## src/rtl/queue_ctrl.sv

```systemverilog
// ============================================================================
// Module      : queue_ctrl
// Description : Control core for a single-clock queue. Qualifies push/pop
//               requests against occupancy, drives storage pointers, keeps the
//               occupancy count, status flags and sticky error flags.
// Revision    : 1.0 - initial release
// ============================================================================
`default_nettype none

module queue_ctrl #(
  parameter int DEPTH    = 16,
  parameter int AW       = $clog2(DEPTH),
  parameter int AF_LEVEL = DEPTH - 2,
  parameter int AE_LEVEL = 2
) (
  input  logic          clk,
  input  logic          rst_n,
  input  logic          push_i,
  input  logic          pop_i,
  input  logic          clr_i,
  input  logic          err_clr_i,
  output logic          wr_en_o,
  output logic          rd_en_o,
  output logic [1:0]    op_o,
  output logic [AW-1:0] wr_ptr_o,
  output logic [AW-1:0] rd_ptr_o,
  output logic [AW:0]   count_o,
  output logic          full_o,
  output logic          empty_o,
  output logic          almost_full_o,
  output logic          almost_empty_o,
  output logic          overflow_o,
  output logic          underflow_o
);

  localparam logic [AW-1:0] C_PTR_LAST = AW'(DEPTH - 1);
  localparam logic [AW-1:0] C_PTR_ONE  = AW'(1);
  localparam logic [AW:0]   C_CNT_ONE  = (AW+1)'(1);
  localparam logic [AW:0]   C_DEPTH    = (AW+1)'(DEPTH);
  localparam logic [AW:0]   C_AF       = (AW+1)'(AF_LEVEL);
  localparam logic [AW:0]   C_AE       = (AW+1)'(AE_LEVEL);

  logic [AW-1:0] wr_ptr_q, wr_ptr_d;
  logic [AW-1:0] rd_ptr_q, rd_ptr_d;
  logic [AW:0]   count_q, count_d;
  logic          full_q, empty_q, almost_full_q, almost_empty_q;
  logic          overflow_q, overflow_d;
  logic          underflow_q, underflow_d;
  logic          w_wr, w_rd;

  // Acceptance: a pop on a full queue frees the slot for a same-cycle push;
  // a flush suppresses both so no storage access happens.
  always_comb begin
    w_rd = pop_i & ~empty_q & ~clr_i;
    w_wr = push_i & (~full_q | pop_i) & ~clr_i;
  end

  // Next-state for pointers, occupancy and sticky errors (set wins over clear).
  always_comb begin
    wr_ptr_d = wr_ptr_q;
    rd_ptr_d = rd_ptr_q;
    count_d  = count_q;
    if (clr_i) begin
      wr_ptr_d = '0;
      rd_ptr_d = '0;
      count_d  = '0;
    end else begin
      if (w_wr) wr_ptr_d = (wr_ptr_q == C_PTR_LAST) ? '0 : wr_ptr_q + C_PTR_ONE;
      if (w_rd) rd_ptr_d = (rd_ptr_q == C_PTR_LAST) ? '0 : rd_ptr_q + C_PTR_ONE;
      case ({w_wr, w_rd})
        2'b10:   count_d = count_q + C_CNT_ONE;
        2'b01:   count_d = count_q - C_CNT_ONE;
        default: count_d = count_q;
      endcase
    end
    overflow_d  = (overflow_q  & ~err_clr_i) | (push_i & ~w_wr & ~clr_i);
    underflow_d = (underflow_q & ~err_clr_i) | (pop_i  & ~w_rd & ~clr_i);
  end

  // State registers; flags are derived from the next count so they line up with count.
  always_ff @(posedge clk or negedge rst_n) begin
    if (!rst_n) begin
      wr_ptr_q       <= '0;
      rd_ptr_q       <= '0;
      count_q        <= '0;
      full_q         <= 1'b0;
      empty_q        <= 1'b1;
      almost_full_q  <= 1'b0;
      almost_empty_q <= 1'b1;
      overflow_q     <= 1'b0;
      underflow_q    <= 1'b0;
    end else begin
      wr_ptr_q       <= wr_ptr_d;
      rd_ptr_q       <= rd_ptr_d;
      count_q        <= count_d;
      full_q         <= (count_d == C_DEPTH);
      empty_q        <= (count_d == '0);
      almost_full_q  <= (count_d >= C_AF);
      almost_empty_q <= (count_d <= C_AE);
      overflow_q     <= overflow_d;
      underflow_q    <= underflow_d;
    end
  end

  // Enables are held low while reset is asserted.
  always_comb begin
    wr_en_o = w_wr & rst_n;
    rd_en_o = w_rd & rst_n;
    op_o    = {w_rd & rst_n, w_wr & rst_n};
  end

  assign wr_ptr_o       = wr_ptr_q;
  assign rd_ptr_o       = rd_ptr_q;
  assign count_o        = count_q;
  assign full_o         = full_q;
  assign empty_o        = empty_q;
  assign almost_full_o  = almost_full_q;
  assign almost_empty_o = almost_empty_q;
  assign overflow_o     = overflow_q;
  assign underflow_o    = underflow_q;

endmodule

`default_nettype wire

```

## config.mk

```make
export PLATFORM = sky130hd
export DESIGN_NAME = queue_ctrl
export DESIGN_NICKNAME = d
export VERILOG_FILES = /design/src/rtl/queue_ctrl.sv
export SDC_FILE = /design/constraint.sdc
export NUM_CORES = 1
export LEC_CHECK = 0
export CAP_MARGIN = 20
export CORE_MARGIN = 2
export CORE_UTILIZATION = 35
export DETAILED_ROUTE_END_ITERATION = 10
export SYNTH_ARGS = -nofsm -noshare
export SYNTH_HDL_FRONTEND = slang
export SYNTH_SLANG_ARGS = --single-unit
```

## constraint.sdc

```tcl
create_clock -name clk -period 2.3 [get_ports clk]
set_input_delay 0.46 -clock clk [delete_from_list [all_inputs] [get_ports clk]]
set_output_delay 0.46 -clock clk [all_outputs]
set_load 0.02 [all_outputs]
```

==> run summary <==
run metrics: worst-path fanout max 3, setup violators final 4, Comb power frac between 30% and 40%, largest net degree at the start of global routing 20, Post-synth seq share around 42%, OpenROAD warnings 30, worst min-delay path class in -> async, status finished with violations, initial DRC count 35, DP HPWL between 2 and 2.5 mm, # Max-Cap Violations 0, first-pass GRT wire length approximately 4.8 mm, VDD IR max roughly 0.33 mV, Slowest Stage Delay on Critical Path approximately 0.54 ns, initial antenna violation count 0, most frequent logic cells in the routed design buf_4, clkdlybuf4s50_1, dfrtp_1, nand2_1, nor2_1, die area between 0.003 and 0.004 mm2, sw power between 200 and 300 uW, Post-Synthesis Cells 117, Worst-Skew Late Latency ~0.3 ns, critical path's slowest cell dfstp_2, die extent in x between 60 and 70 um, Site Rows 20, Final Worst Setup Slack -0.111 ns, vias in the first global route 1,024, ys cells 117, Crit Path Class reg -> reg, Seq cells post-synth 19, clk root buf clkbuf_4, CP dominant cell by count xor2_1, Fmax a little over 400 MHz, Flop pwr share between 40% and 50%, Yosys warnings 0, RSZ-0062 raised after global routing yes, Top Family by Delay on Critical Path flip-flops, violated checks negative setup slack
per-stage QoR:
stage | instances | setup WS (ns) | power [uW] | TNS [ns]
4_1_cts | 209 | -0.0565 | 822 | -0.141
3_5_place_dp | 203 | -0.702 | 638 | -4.86
6_report | 209 | -0.111 | 818 | -0.280
2_1_floorplan | 117 | -0.174 | 521 | -0.500
5_1_grt | 209 | -0.184 | 872 | -0.665
3_3_place_gp | 203 | -0.722 | 636 | -4.77
power by group through the flow:
stage	logic [uW]	clock network (uW)	registers [uW]
CTS	265	175	382
detailed placement	250	0	388
global placement	249	0	388
floorplan	110	0	411
finish	271	165	383
global route	295	190	387
final timing paths:
kind / from / end / slack (ns) / cells past startpoint
max reg2reg: empty_o$_DFF_PN1_ / almost_full_o$_DFF_PN0_ / -0.11 / 11
min: rst_n / underflow_o$_DFF_PN0_ / 0.52 / 2
min in group clk: underflow_o$_DFF_PN0_ / underflow_o$_DFF_PN0_ / 0.52 / 1
max in group asynchronous: rst_n / almost_empty_o$_DFF_PN1_ / 1.52 / 2
min reg2reg: underflow_o$_DFF_PN0_ / underflow_o$_DFF_PN0_ / 0.52 / 1
max: empty_o$_DFF_PN1_ / almost_full_o$_DFF_PN0_ / -0.11 / 11
metal layers:
layer / global-route usage (%) / up-vias / part of all wire, %
met2: 26.7 / 13 / 47
met5: 0 / - / 0
met1: 24.6 / 464 / 49
li1: - / 503 / -
met3: 4.26 / 4 / 3.2
met4: 3.73 / 0 / 0.83
cells in the mapped netlist (2+ instances only):
cell / n / area [um2]
nand2_1: 14 / 52.6
o31ai_1: 4 / 30.0
o21ai_0: 5 / 25.0
a21oi_2: 2 / 17.5
xnor2_1: 2 / 17.5
or3_1: 2 / 12.5
inv_1: 4 / 15.0
buf_4: 3 / 22.5
dfstp_2: 2 / 52.6
nand2b_1: 2 / 12.5
a21oi_1: 10 / 50.1
mux2i_1: 2 / 20.0
dfrtp_1: 17 / 425
nor3b_1: 2 / 15.0
ha_1: 5 / 62.6
buf_2: 2 / 10.0
nor2b_1: 2 / 12.5
xor2_1: 6 / 52.6
a32o_1: 2 / 20.0
nor2_1: 12 / 45.0
layout make-up:
class,instances,area share [%]
well taps,44,3.16
repair buffers,51,25.8
inverters,4,0.861
flip-flops and latches,19,27.5
multi-input cells,87,41.2
clock buffers,4,1.51
kinds of logic (layout without fill, tap and decap cells):
| family | after synthesis | count (layout) | share of synthesized area, % |
|---|---|---|---|
| simple gates | 41 | 41 | 19.4 |
| compound gates | 30 | 30 | 18.1 |
| flops | 19 | 19 | 42.1 |
| buf+inv | 11 | 59 | 5.51 |
| xor+xnor | 9 | 9 | 7.61 |
| fa+ha+maj | 5 | 5 | 5.51 |
| mux | 2 | 2 | 1.76 |
what timing repair did:
| action | CTS | global route |
|---|---|---|
| endpoints found under the setup margin | 11 | 5 |
| resized | 18 | 4 |
| setup buffers | 2 | 0 |
| pin swaps | 4 | 2 |
| hold buffers | 0 | 0 |
sequential cells by signal, summed over array words and instances (netlist names):
register / flops
count_o: 5
wr_ptr_o: 4
almost_full_o: 1
underflow_o: 1
empty_o: 1
almost_empty_o: 1
full_o: 1
rd_ptr_o: 4
overflow_o: 1
**Met1 routing**

Scale: 8 px per um. Supply wires on this layer in gray.
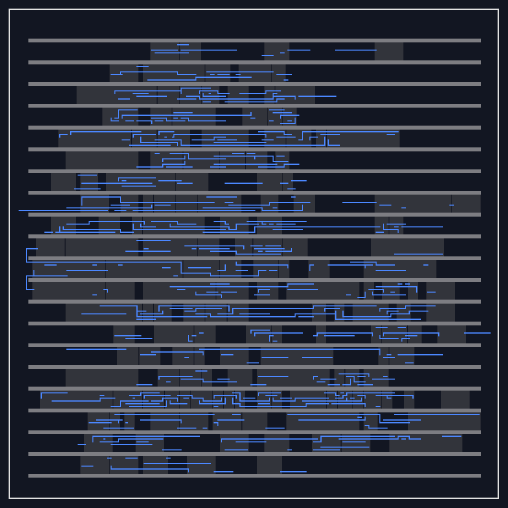
The layer carries 1,350 um of wire. The wires run mostly horizontal.

**Metal 2**

Scale: 8 px per um.
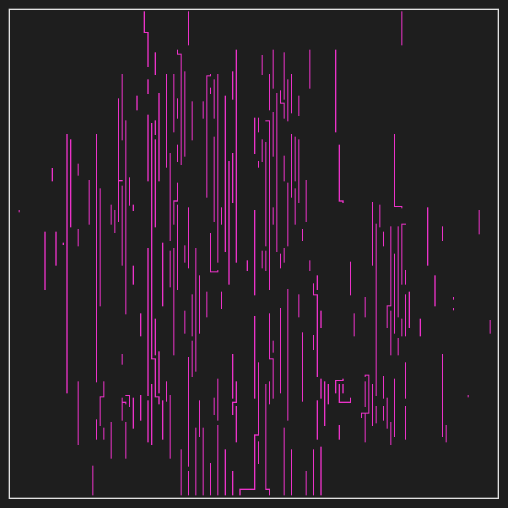
151 nets have wire on it. The longest straight run is 32.3 um. The layer carries 1,300 um of wire.

Power and IR drop assume default switching activity.
